$ cat src/rtl/mix_round_engine.sv
// mix_round_engine: iterative lane-mixing datapath. NLANES lanes of WIDTH bits
// are mixed by one add / xor-shift / subtract round per clock. The number of
// rounds is set per start/done transaction.
//
// Ports
//   clk        rising-edge clock
//   rst        synchronous active-high reset (state lane i = i)
//   load       copy seed into the lanes (idle only)
//   seed       lane i = seed[i*WIDTH +: WIDTH]
//   start      begin a transaction (idle only); rounds sampled here
//   rounds     round count for the transaction
//   stall      hold round execution while high
//   busy       transaction in progress
//   done       one-cycle completion pulse
//   round_cnt  rounds completed in the current or last transaction
//   state      lane registers, packed like seed
module mix_round_engine #(
  parameter int unsigned NLANES = 8,
  parameter int unsigned WIDTH  = 32,
  parameter int unsigned RW     = 8,
  parameter int unsigned SHL    = 16,
  parameter int unsigned SHR    = 12
) (
  input  logic                     clk,
  input  logic                     rst,
  input  logic                     load,
  input  logic [NLANES*WIDTH-1:0]  seed,
  input  logic                     start,
  input  logic [RW-1:0]            rounds,
  input  logic                     stall,
  output logic                     busy,
  output logic                     done,
  output logic [RW-1:0]            round_cnt,
  output logic [NLANES*WIDTH-1:0]  state
);

  localparam int unsigned SW = NLANES * WIDTH;

  logic [RW-1:0] rounds_q;
  logic [SW-1:0] mix_c;

  // One full round. Each step updates lanes in ascending order, so a lane
  // sees the already-updated values of lower-index lanes within the same step.
  function automatic logic [SW-1:0] mix_round(input logic [SW-1:0] v);
    logic [SW-1:0] s;
    s = v;
    for (int i = 0; i < int'(NLANES); i++) begin
      s[i*WIDTH +: WIDTH] = s[i*WIDTH +: WIDTH]
                          + s[((i + NLANES - 1) % NLANES)*WIDTH +: WIDTH]
                          + WIDTH'(i);
    end
    for (int i = 0; i < int'(NLANES); i++) begin
      s[i*WIDTH +: WIDTH] = s[i*WIDTH +: WIDTH]
                          ^ (s[((i + 3) % NLANES)*WIDTH +: WIDTH] << SHL);
    end
    for (int i = 0; i < int'(NLANES); i++) begin
      s[i*WIDTH +: WIDTH] = s[i*WIDTH +: WIDTH]
                          - (s[((i + 2) % NLANES)*WIDTH +: WIDTH] >> SHR);
    end
    return s;
  endfunction

  assign mix_c = mix_round(state);

  // Control and lane registers.
  always_ff @(posedge clk) begin
    if (rst) begin
      for (int i = 0; i < int'(NLANES); i++) begin
        state[i*WIDTH +: WIDTH] <= WIDTH'(i);
      end
      busy      <= 1'b0;
      done      <= 1'b0;
      round_cnt <= '0;
      rounds_q  <= '0;
    end else begin
      done <= 1'b0;
      if (!busy) begin
        if (load) begin
          state <= seed;
        end
        if (start) begin
          rounds_q  <= rounds;
          round_cnt <= '0;
          // A zero-round transaction completes immediately without going busy.
          if (rounds == '0) begin
            done <= 1'b1;
          end else begin
            busy <= 1'b1;
          end
        end
      end else if (!stall) begin
        state     <= mix_c;
        round_cnt <= round_cnt + RW'(1);
        if ((round_cnt + RW'(1)) == rounds_q) begin
          busy <= 1'b0;
          done <= 1'b1;
        end
      end
    end
  end

endmodule

$ cat config.mk
export PLATFORM = sky130hd
export DESIGN_NAME = mix_round_engine
export DESIGN_NICKNAME = d
export VERILOG_FILES = /design/src/rtl/mix_round_engine.sv
export SDC_FILE = /design/constraint.sdc
export NUM_CORES = 2
export LEC_CHECK = 0
export CAP_MARGIN = 20
export CELL_PAD_IN_SITES_DETAIL_PLACEMENT = 0
export CELL_PAD_IN_SITES_GLOBAL_PLACEMENT = 2
export CORE_AREA = 5 5 325 327
export DETAILED_ROUTE_END_ITERATION = 16
export DIE_AREA = 0 0 330 332
export GPL_TIMING_DRIVEN = 0
export PLACE_DENSITY = 0.91
export SLEW_MARGIN = 10
export SYNTH_ARGS = -nofsm -noshare
export SYNTH_HDL_FRONTEND = slang
export SYNTH_SLANG_ARGS = --single-unit
$ cat constraint.sdc
create_clock -name clk -period 35.6 [get_ports clk]
set_clock_uncertainty 0.15 [all_clocks]
set_input_delay 3.56 -clock clk [delete_from_list [all_inputs] [get_ports clk]]
set_output_delay 3.56 -clock clk [all_outputs]
set_load 0.01 [all_outputs]
==> flow_metrics.tcl <==
# place-and-route summary
set metrics [dict create \
    ctsHtreeMaxLevel 2 \
    detailed_place_hpwl_um 208000 \
    wl_per_cell_um 37.4 \
    final_antenna_net_count 0 \
    grt_max_degree 11 \
    post-route-period-util_pct 64.5 \
    yosys_area_sq_um 35500 \
    ys_seq_share_pct 15.4 \
    worstHoldPathType "reg -> reg" \
    post_route_cells_drive_above_1_share_pct 5.41 \
    log.warning_count 26 \
    finalCriticalPeriod_ns 22.96 \
    timing.hold.worst.start "rounds_q[6]" \
    layoutNonFillerInstCount 6662 \
    tritoncts "done" \
    cp_slowest_stage_delay_ns 0.98 \
    resized_after_cts 0 \
    fp.coreArea_sq_um 103000 \
    hold_viol_final 0 \
    setup_tns_ns 0 \
    clkTransAtPathRegs_ns 0.07 \
    synth.cell_area_sq_um 35500 \
    timing.critical_path.to_type "flop" \
    grt_antenna_before_repair 33 \
    num-fill-cells 10691 \
    vias_per_cell 6.28 \
    floorplanUtilization_pct 34.6 \
    num_io_pins 535 \
    detailedRoute.firstIterationViolations 6148 \
    synth.distinct_cells 93 \
    first_pass_grt_wire_length_um 324000 \
    fin_nets 6107 \
    timing.critical_path.from_type "flop" \
    rsz0062_at_grt "false" \
    clock_sink_count 274 \
    timing.critical_path.required_ns 35.99 \
    ys_async_sr_fraction_pct 0 \
    critPathSlowestCell "a311oi_1" \
    netlist_top_cells_area "ha_1, dfxtp_1, xnor2_1" \
    grt_util_all_layers_pct 43.1 \
    syn-num-nets 5460 \
    ctsRootBufferMaster "clkbuf_16" \
    cap_viol_max_count 0 \
    die_h_um 332 \
    gpl.final_weighted_congestion 1.09 \
    synth.largest_area_cell "ha_1" \
    worst_r2r_start "state[224]" \
    grt_overflow_total 0 \
    worst-setup-path-type "reg -> reg" \
    ys_cells 4586 \
    die_x_um 330 \
    post-synth-top-count-cell "ha_1" \
    post_cts_buffers 0 \
    crit_start "state[224]" \
    number_of_design_rule_violations_left_after_detail_routing 0 \
    vias_in_the_first_global_route 38294 \
    detailedRoute.firstPassIterationCount 7 \
    place.port_buffers 534 \
    tightestPinTransition_ns 1.40 \
    areaGrowthSynthToFinish_pct 27.6 \
    max_freq_ghz 0.0436 \
    synthesis.instances 4586 \
    cp_common_cell "ha_1" \
    die_outline_area_sq_um 110000 \
    synth_area_per_cell_sq_um 7.75 \
    post-place-cells 6563 \
    cts-root-to-sink-buffers 3 \
    edf_count 0 \
    max_slew_margin_pct 6.88 \
    flop_area_sq_um 5490 \
    synth_largest_type_area_fraction_pct 20.7 \
    yosysWarningCount 0 \
    cp_max_fo 8 \
    finalMaxSlewViolations 0 \
    yosys-top-cells-count "ha_1, a21oi_1, nor2_1, nand2_1, xnor2_1" \
    ys_ff 274 \
    status "finished clean" \
    fp-row-count 118 \
    area_of_the_multi_input_gates_sq_um 29000 \
    yosys_most_used_dff "dfxtp_1" \
    cts-buffers-inserted 43 \
    arrival_ns 23.35 \
    postCtsHoldBufs 0 \
    setup_viol_count_final 0 \
]
## critical path, delay by kind of cell, from the launching register on
| kind | cells | cell delay, ns |
|---|---|---|
| flops | 1 | 0.36 |
| buf+inv | 3 | 0.53 |
| fa+ha+maj | 16 | 5.27 |
| xor+xnor | 11 | 5.12 |
| compound gates | 26 | 7.58 |
| simple gates | 22 | 3.81 |
## routing by layer
metal / part of all wire [%] / track usage (%) / vias up
met2: 41 / 62.5 / 2803
li1: - / - / 18104
met5: 0.043 / 0 / -
met3: 11 / 11.0 / 691
met1: 39 / 55.9 / 20197
met4: 8.7 / 29.4 / 14
## sequential cells by signal, indices dropped and copies added, names as in the netlist
signal     flops
busy           1
state        256
round_cnt      8
rounds_q       8
done           1
## through the flow
step	worst slack [ns]	utilization, %	hold WS [ns]	cell area, sq um
floorplan	20.09	-	0.299	35500
global placement	9.73	41.5	0.309	42600
detailed placement	13.52	42.7	0.314	43800
CTS	13.42	44.1	0.322	45300
global route	12.26	44.1	0.342	45300
finish	12.64	44.2	0.319	45300
## cells in the final DEF, fill, tap and decap left out, types with 69 or more instances in the layout
master / instances
inv_1: 231
clkbuf_1: 103
ha_1: 589
a211oi_1: 130
nor2_1: 384
a21oi_1: 448
xnor2_1: 300
nor3_1: 92
dfxtp_1: 274
nand3_1: 99
clkdlybuf4s50_1: 534
o21a_1: 69
o21ai_0: 259
a22oi_1: 92
xor2_1: 180
nand2_1: 347
a21o_1: 151
## cell families (layout without fill, tap and decap cells)
logic type	count (synthesis)	after routing	share of synthesized area, %
mux	15	15	0.475
simple gates	1274	1274	17.0
compound gates	1487	1487	27.0
xor+xnor	552	552	14.4
fa+ha+maj	605	605	21.6
other cells	0	18	0
buf+inv	379	1057	4.01
flops	274	274	15.4
## area by class of cell
| type | instances | area share, % |
|---|---|---|
| sequential | 274 | 12.1 |
| antenna | 18 | 0.0993 |
| buffer | 147 | 1.35 |
| inverter | 232 | 1.92 |
| clock inverter | 14 | 0.400 |
| tap | 1380 | 3.81 |
| clock buffer | 62 | 2.76 |
| multi-input combinational | 3933 | 64.0 |
| timing repair buffer | 602 | 13.6 |
## path summary, 6_finish.rpt
kind	endpoint	slack, ns	cells after the start
hold reg to reg	rounds_q[6]	0.32	2
setup / recovery	state[185]	12.64	78
setup reg to reg	state[185]	12.64	78
hold / removal	rounds_q[6]	0.32	2
**Metal 3**

Bar = 100 um.
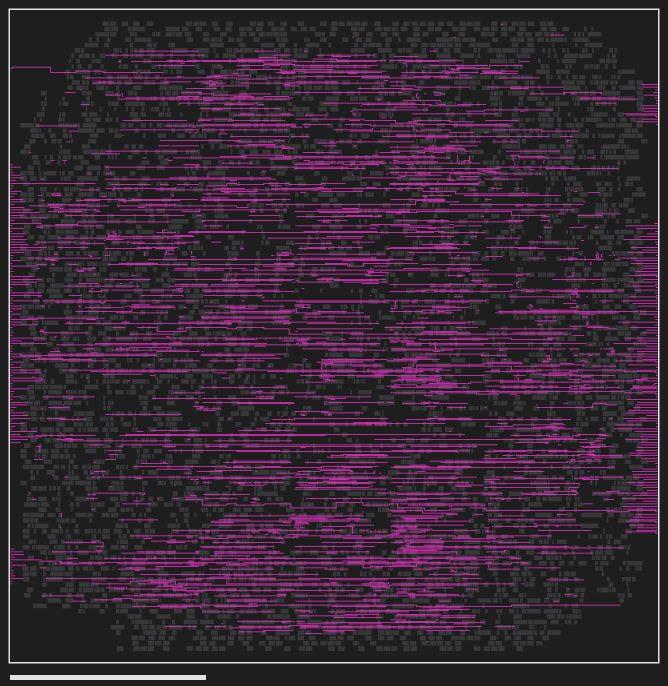
main direction: horizontal
longest straight run: 191 um

**Clock distribution**

Bar = 100 um.
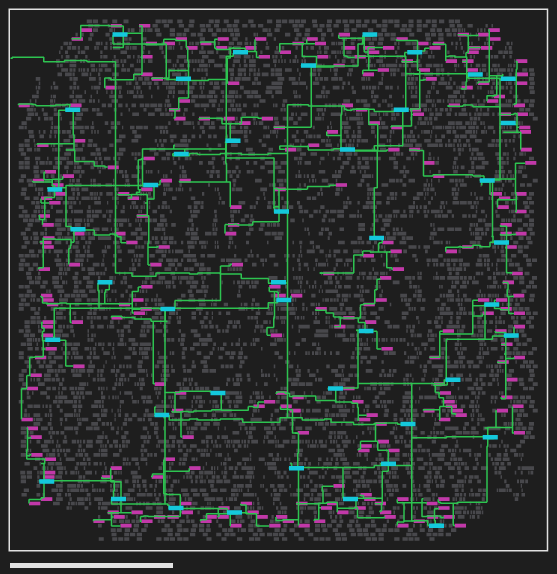
[clock-net drivers] cyan | count: 43
[clock wires] green | length: 6700 um
[flip-flops] magenta | count: 274
routed clock nets: 44
Insertion Delay late pin: 0.65 ns

**Wiring by layer**

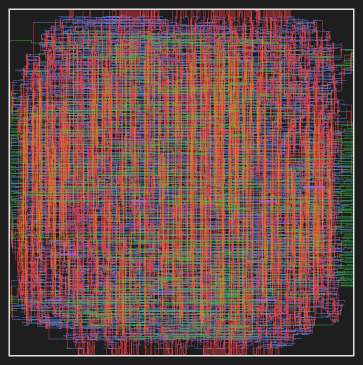
[M2] red | wire length: 101 mm
[M4] orange | wire length: 21.6 mm
[M3] green | wire length: 28.6 mm
[M5] purple | wire length: 107 um
[M1] blue | wire length: 97.9 mm
Via Count: 41809
total length of routed wires: 249000 um

